**src/rtl/layer_mask_accumulate.sv**
```systemverilog
`default_nettype none
// ============================================================================
// Module   : layer_mask_accumulate
// Desc     : Mask-gated CHANNELS-wide accumulator, DEPTH beats per start/done
//            pass. Define ACC_SATURATE_EN for saturating adds (default wraps).
// Revision : 1.0
// ============================================================================
module layer_mask_accumulate #(
   parameter int CHANNELS    = 5,
   parameter int SIZE        = 8,
   parameter int FRAC_BITS   = 4,
   parameter int OUTPUT_SIZE = 16,
   parameter int DEPTH       = 256
) (
   input  logic                            clk,
   input  logic                            reset,
   input  logic                            start,
   input  logic [CHANNELS*SIZE-1:0]        vector_input,
   input  logic                            mask_input,
   input  logic                            in_valid,
   output logic                            in_ready,
   output logic [CHANNELS*OUTPUT_SIZE-1:0] accumulate_out,
   output logic                            out_valid,
   input  logic                            out_ready,
   output logic                            busy
);

   localparam int              CNT_W      = (DEPTH > 1) ? $clog2(DEPTH) : 1;
   localparam logic [CNT_W-1:0] LAST_COUNT = CNT_W'(DEPTH - 1);

   typedef enum logic [1:0] {
      IDLE  = 2'd0,
      RUN   = 2'd1,
      DRAIN = 2'd2,
      DONE  = 2'd3
   } state_t;

   state_t                   state_q, state_d;
   logic [CNT_W-1:0]         count_q, count_d;
   logic [CHANNELS*SIZE-1:0] vec_q, vec_d;
   logic                     mask_q, mask_d;
   logic                     stg_valid_q, stg_valid_d;
   logic                     clear_acc;

   always_comb begin
      state_d     = state_q;
      count_d     = count_q;
      vec_d       = vec_q;
      mask_d      = mask_q;
      stg_valid_d = 1'b0;
      clear_acc   = 1'b0;
      in_ready    = (state_q == RUN);
      case (state_q)
         IDLE: begin
            if (start) begin
               clear_acc = 1'b1;
               count_d   = '0;
               state_d   = RUN;
            end
         end
         RUN: begin
            if (in_valid) begin
               vec_d       = vector_input;
               mask_d      = mask_input;
               stg_valid_d = 1'b1;
               count_d     = count_q + 1'b1;
               if (count_q == LAST_COUNT) state_d = DRAIN;
            end
         end
         DRAIN:   state_d = DONE;
         DONE:    if (out_ready) state_d = IDLE;
         default: state_d = IDLE;
      endcase
   end

   always_ff @(posedge clk) begin
      if (reset) begin
         state_q     <= IDLE;
         count_q     <= '0;
         vec_q       <= '0;
         mask_q      <= 1'b0;
         stg_valid_q <= 1'b0;
      end else begin
         state_q     <= state_d;
         count_q     <= count_d;
         vec_q       <= vec_d;
         mask_q      <= mask_d;
         stg_valid_q <= stg_valid_d;
      end
   end

   assign out_valid = (state_q == DONE);
   assign busy      = (state_q != IDLE);

   for (genvar k = 0; k < CHANNELS; k++) begin : g_ch
      logic        [OUTPUT_SIZE-1:0] acc_q, acc_d;
      logic signed [OUTPUT_SIZE-1:0] term;
`ifdef ACC_SATURATE_EN
      logic [OUTPUT_SIZE:0] sum;
`endif

      always_comb begin
         term = '0;
         if (mask_q) term = OUTPUT_SIZE'($signed(vec_q[k*SIZE +: SIZE])) <<< FRAC_BITS;
         acc_d = acc_q;
`ifdef ACC_SATURATE_EN
         // One guard bit: top two bits disagreeing means the add left the range.
         sum = {acc_q[OUTPUT_SIZE-1], acc_q} + {term[OUTPUT_SIZE-1], term};
         if (clear_acc) begin
            acc_d = '0;
         end else if (stg_valid_q) begin
            if (sum[OUTPUT_SIZE] != sum[OUTPUT_SIZE-1])
               acc_d = sum[OUTPUT_SIZE] ? {1'b1, {(OUTPUT_SIZE-1){1'b0}}}
                                        : {1'b0, {(OUTPUT_SIZE-1){1'b1}}};
            else
               acc_d = sum[OUTPUT_SIZE-1:0];
         end
`else
         if (clear_acc)        acc_d = '0;
         else if (stg_valid_q) acc_d = acc_q + term;
`endif
      end

      always_ff @(posedge clk) begin
         if (reset) acc_q <= '0;
         else       acc_q <= acc_d;
      end

      assign accumulate_out[k*OUTPUT_SIZE +: OUTPUT_SIZE] = acc_q;
   end

endmodule
`default_nettype wire

```
**config.mk**
```make
export PLATFORM = sky130hd
export DESIGN_NAME = layer_mask_accumulate
export DESIGN_NICKNAME = d
export VERILOG_FILES = /design/src/rtl/layer_mask_accumulate.sv
export SDC_FILE = /design/constraint.sdc
export NUM_CORES = 1
export LEC_CHECK = 0
export ABC_AREA = 1
export ABC_CLOCK_PERIOD_IN_PS = 3100
export CAP_MARGIN = 20
export CORE_ASPECT_RATIO = 1.25
export CORE_MARGIN = 2
export CORE_UTILIZATION = 27
export CTS_BUF_LIST = sky130_fd_sc_hd__clkbuf_8
export CTS_CLUSTER_SIZE = 30
export DETAILED_ROUTE_END_ITERATION = 10
export GPL_ROUTABILITY_DRIVEN = 0
export GPL_TIMING_DRIVEN = 0
export HOLD_SLACK_MARGIN = 0.05
export PLACE_DENSITY_LB_ADDON = 0.25
export SLEW_MARGIN = 30
export SYNTH_ARGS = -nofsm -noshare
export SYNTH_HDL_FRONTEND = slang
export SYNTH_SLANG_ARGS = --single-unit
export TNS_END_PERCENT = 30
```
**constraint.sdc**
```tcl
create_clock -name clk -period 3.1 [get_ports clk]
set_input_delay 0.775 -clock clk [delete_from_list [all_inputs] [get_ports clk]]
set_output_delay 0.775 -clock clk [all_outputs]
set_load 0.02 [all_outputs]
```
Fig. 1: where the registers sit
Other sequential cells in the stronger gray, the rest of the logic in the fainter gray.
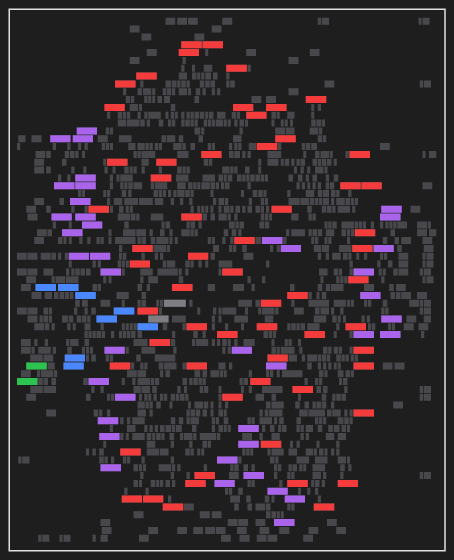
count_q: shown in blue, sequential cells 8, where middle left. state_q: shown in green, sequential cells 2. vec_q: shown in purple, sequential cells 40. g_ch.acc_q: shown in red, sequential cells 60.
Another 2 sequential cells are not colored.

Fig. 2: the clock network
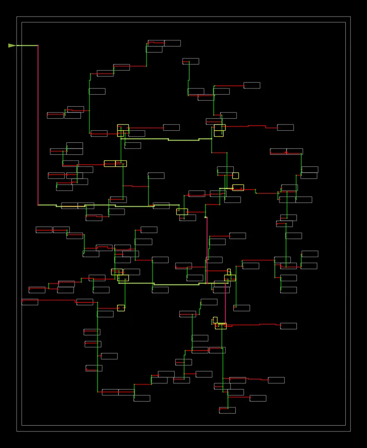
Seq cells: 112
total clock sinks: 112
Inserted Clock Buffers: 9
Final Skew: 14.0 ps
clock group power: 861 uW

Fig. 3: met4 routing
Supply wires on this layer in gray.
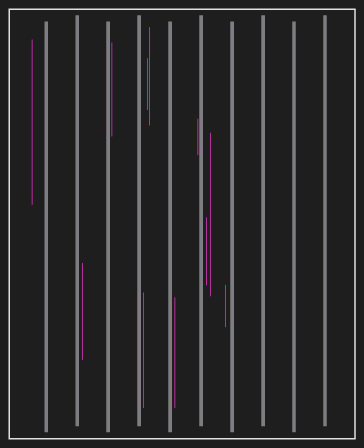
The layer holds 2.1% of the routed length. 10 nets have wire on it.
Routed WL: 21,200 um
via count: 7,026

Fig. 4: sizing map
Scale bar: 50 um.
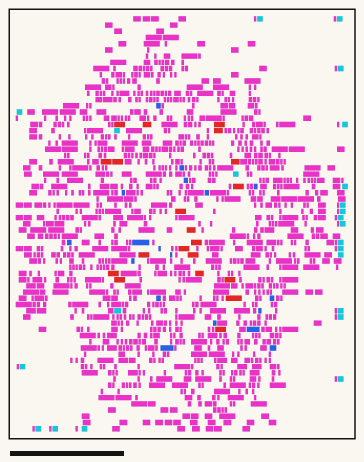
x3 and x4: shown in cyan, cells 23, most used buf_4. x1 and smaller: shown in magenta, cells 1,190, most used nand2_1. x6 and larger: shown in red, cells 20, most used clkbuf_8. x2: shown in blue, cells 18, most used nand2_2.

Fig. 5: clock network drawn from the DEF
Scale bar: 50 um.
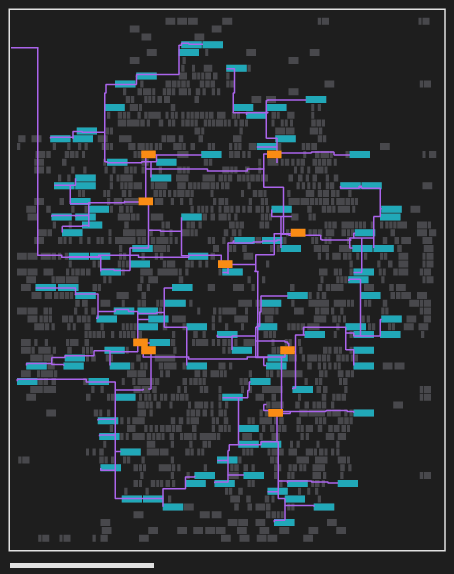
clock-net drivers: shown in orange, count 9. flip-flops: shown in cyan, count 112. clock wires: shown in purple, length 1,660 um.
Position of the flops: spread over the die.
Clock Power Share: 21.7%
Worst-Skew Late Latency: 390 ps

==> metrics.yaml <==
outcome:
  outcome: "finished, final reports clean"
cts:
  tritoncts: "done"
  h-tree-depth: 3
  path_clk_slew_ps: 110
  cts_hold_buf: 0
  ctsResizeCount: 0
  post_cts_buffers: 0
  cts-root-buf: "clkbuf_8"
  clockBufferDepth: 2
drt:
  wire_per_inst_um: 13.3
  ant_nets: 0
  vias_per_cell: 4.40
  first_pass_iters: 5
  drc: 0
  drt_iter0_markers: 392
synthesis:
  area_leaders: "dfxtp_1 (31%), nand2_1 (12%), nor2_1 (8.9%)"
  top_logic_kind: "simple AND/OR/NAND/NOR gates"
  ys_async_sr_fraction_pct: 0
  ys_seq_share_pct: 30.8
  ys_cells: 1108
  ys_types: 37
  yosys.area.top_type: "dfxtp_1"
  yosys_area_um2: 7270
  synth-edff-count: 0
  ys_sh_mux_pct: 0
  yosysWarningCount: 0
  ys_seq_elements: 112
  syn_area_um2: 7270
  synth.avg_cell_area_um2: 6.56
  synth_adder_area_share_pct: 8.43
  yosys.area_share.simple_pct: 27.7
  synthAoiAreaFrac_pct: 13.3
  top_cell_area_share_pct: 30.8
  netlist_instances: 1108
  ys_sh_xor_pct: 6.23
sta:
  hold_slack_ps: 485
  fin_crit_ps: 2650
  worst_slew_pin_slew_ps: 783
  setup_violations: 0
  max_freq_mhz: 377
  setup_tns_ps: 0
  layout_setup_ws_ps: 447
  drv_slew: 0
  rsz0062_at_grt: "no"
  timing.final.crit_share_pct: 85.6
  slew_headroom_pct: 47.8
  hold_viol_final: 0
placement:
  placed_cells: 1580
  pre_cts_slack_ps: 30.9
  numPortBuffers: 108
  hpwl_um: 16600
  postPlaceCellArea_um2: 8860
floorplanning:
  chipArea_um2: 28300
  pin_count: 129
  initCoreUtil_pct: 27.3
  core_um2: 26700
  die_w_um: 151
  die_h_um: 188
  rows: 67
worst_setup_path:
  required_ps: 3410
  slowest_stage: "dfxtp_2"
  crit_chain: "buf_6 > buf_6 > clkbuf_2 > nand2_1 > inv_1 > ha_1 > fa_1 > nand3_1 > nand2_1 > nand2_1 > nand2_1 > nand4_1 > nand3_1 > nand3_1 > nand2_1 > inv_1"
  crit_family: "simple AND/OR/NAND/NOR gates"
  crit_top_cell: "nand2_1"
  criticalPathCategory: "reg -> reg"
  crit_buf_inv: 5
  start_kind: "flip-flop"
  worstPathArrival_ps: 2960
  crit_path_end_kind: "flip-flop"
  path_max_fanout: 10
  cp_slowest_stage_delay_ps: 470
run:
  warnings: 30
  cap_viol_max_count: 0
global_route:
  grt_pass1_wl_um: 34300
  grt_pass1_vias: 6813
  grt_usage_pct: 15.3
  grt_max_degree: 19
  gr-total-overflow: 0
  antenna_found_initial: 0
final_layout:
  instances_no_fill: 1596
  drive_above_1_share_pct: 4.88
  most-common-layout-cells: "nand2_1 (229), nor2_1 (172), inv_1 (159), dfxtp_1 (111), clkdlybuf4s50_1 (108)"
  antenna_cells: 0
  nets: 1338
  syn_to_final_growth_pct: 24.3
  lay_top_count: "nand2_1"
  fin_area_um2: 9040
power:
  p_leak_nw: 4.66
  p_per_area_nw_per_um2: 440
  ir_worst_vdd_mv: 0.323
hold_path:
  worstHoldPathType: "reg -> reg"
==> cell usage after synthesis (5+ instances only) <==
cell type  instances
nor2_1           172
dfxtp_1          112
o21ai_0           89
nand2_1          229
nand4_1            8
fa_1               5
o21bai_1           7
inv_1            158
xor2_1            47
nand3_1           66
clkbuf_1          27
ha_1              41
a21oi_1           77
buf_4             20
==> cell type report <==
cell class                 count  area (um2)
buffer                        57         368
clock buffer                  10         138
clock inverter                 6        43.8
fill                        2978       17600
inverter                     164         617
multi-input combinational    794        4120
sequential                   112        2240
tap                          345         432
timing repair buffer         108        1080
==> routing by layer <==
metal	wire, um	vias to the layer above	track usage, %
li1	-	3710	-
met5	0	-	0
met3	930	24	2.90
met1	9780	3148	18.9
met4	453	0	4.85
met2	10100	144	26.7
==> worst min-delay path, delay by kind of cell (launching register included) <==
family          cells  cell delay, ps
compound gates      1              50
flops               1             330
buf+inv             1              60
==> per-stage QoR <==
step / total power [mW] / utilization, %
CTS: 4.03 / 33.9
global route: 4.27 / 33.9
global placement: 3.14 / 33.2
finish: 3.97 / 33.9
detailed placement: 3.16 / 33.2
floorplan: 2.66 / -
==> power by group <==
group / total, mW / switching [mW] / internal (mW)
clock: 0.861 / 0.543 / 0.318
combinational: 1.33 / 0.831 / 0.503
sequential: 1.78 / 0.153 / 1.63
==> final timing paths <==
check	start	to	slack [ps]	cells after the start
worst max register to register	mask_q	g_ch[1].acc_q[14]	450	16
worst max-delay path	mask_q	g_ch[1].acc_q[14]	450	16
worst min register to register	count_q[4]	count_q[4]	480	2
worst min-delay path	count_q[4]	count_q[4]	480	2
==> registers in the layout (all words and copies together) (netlist names) <==
name         cells
count_q          8
g_ch.acc_q      60
mask_q           1
state_q          2
stg_valid_q      1
vec_q           40
Power figures rest on the tool's default switching activity, not on a simulated workload.
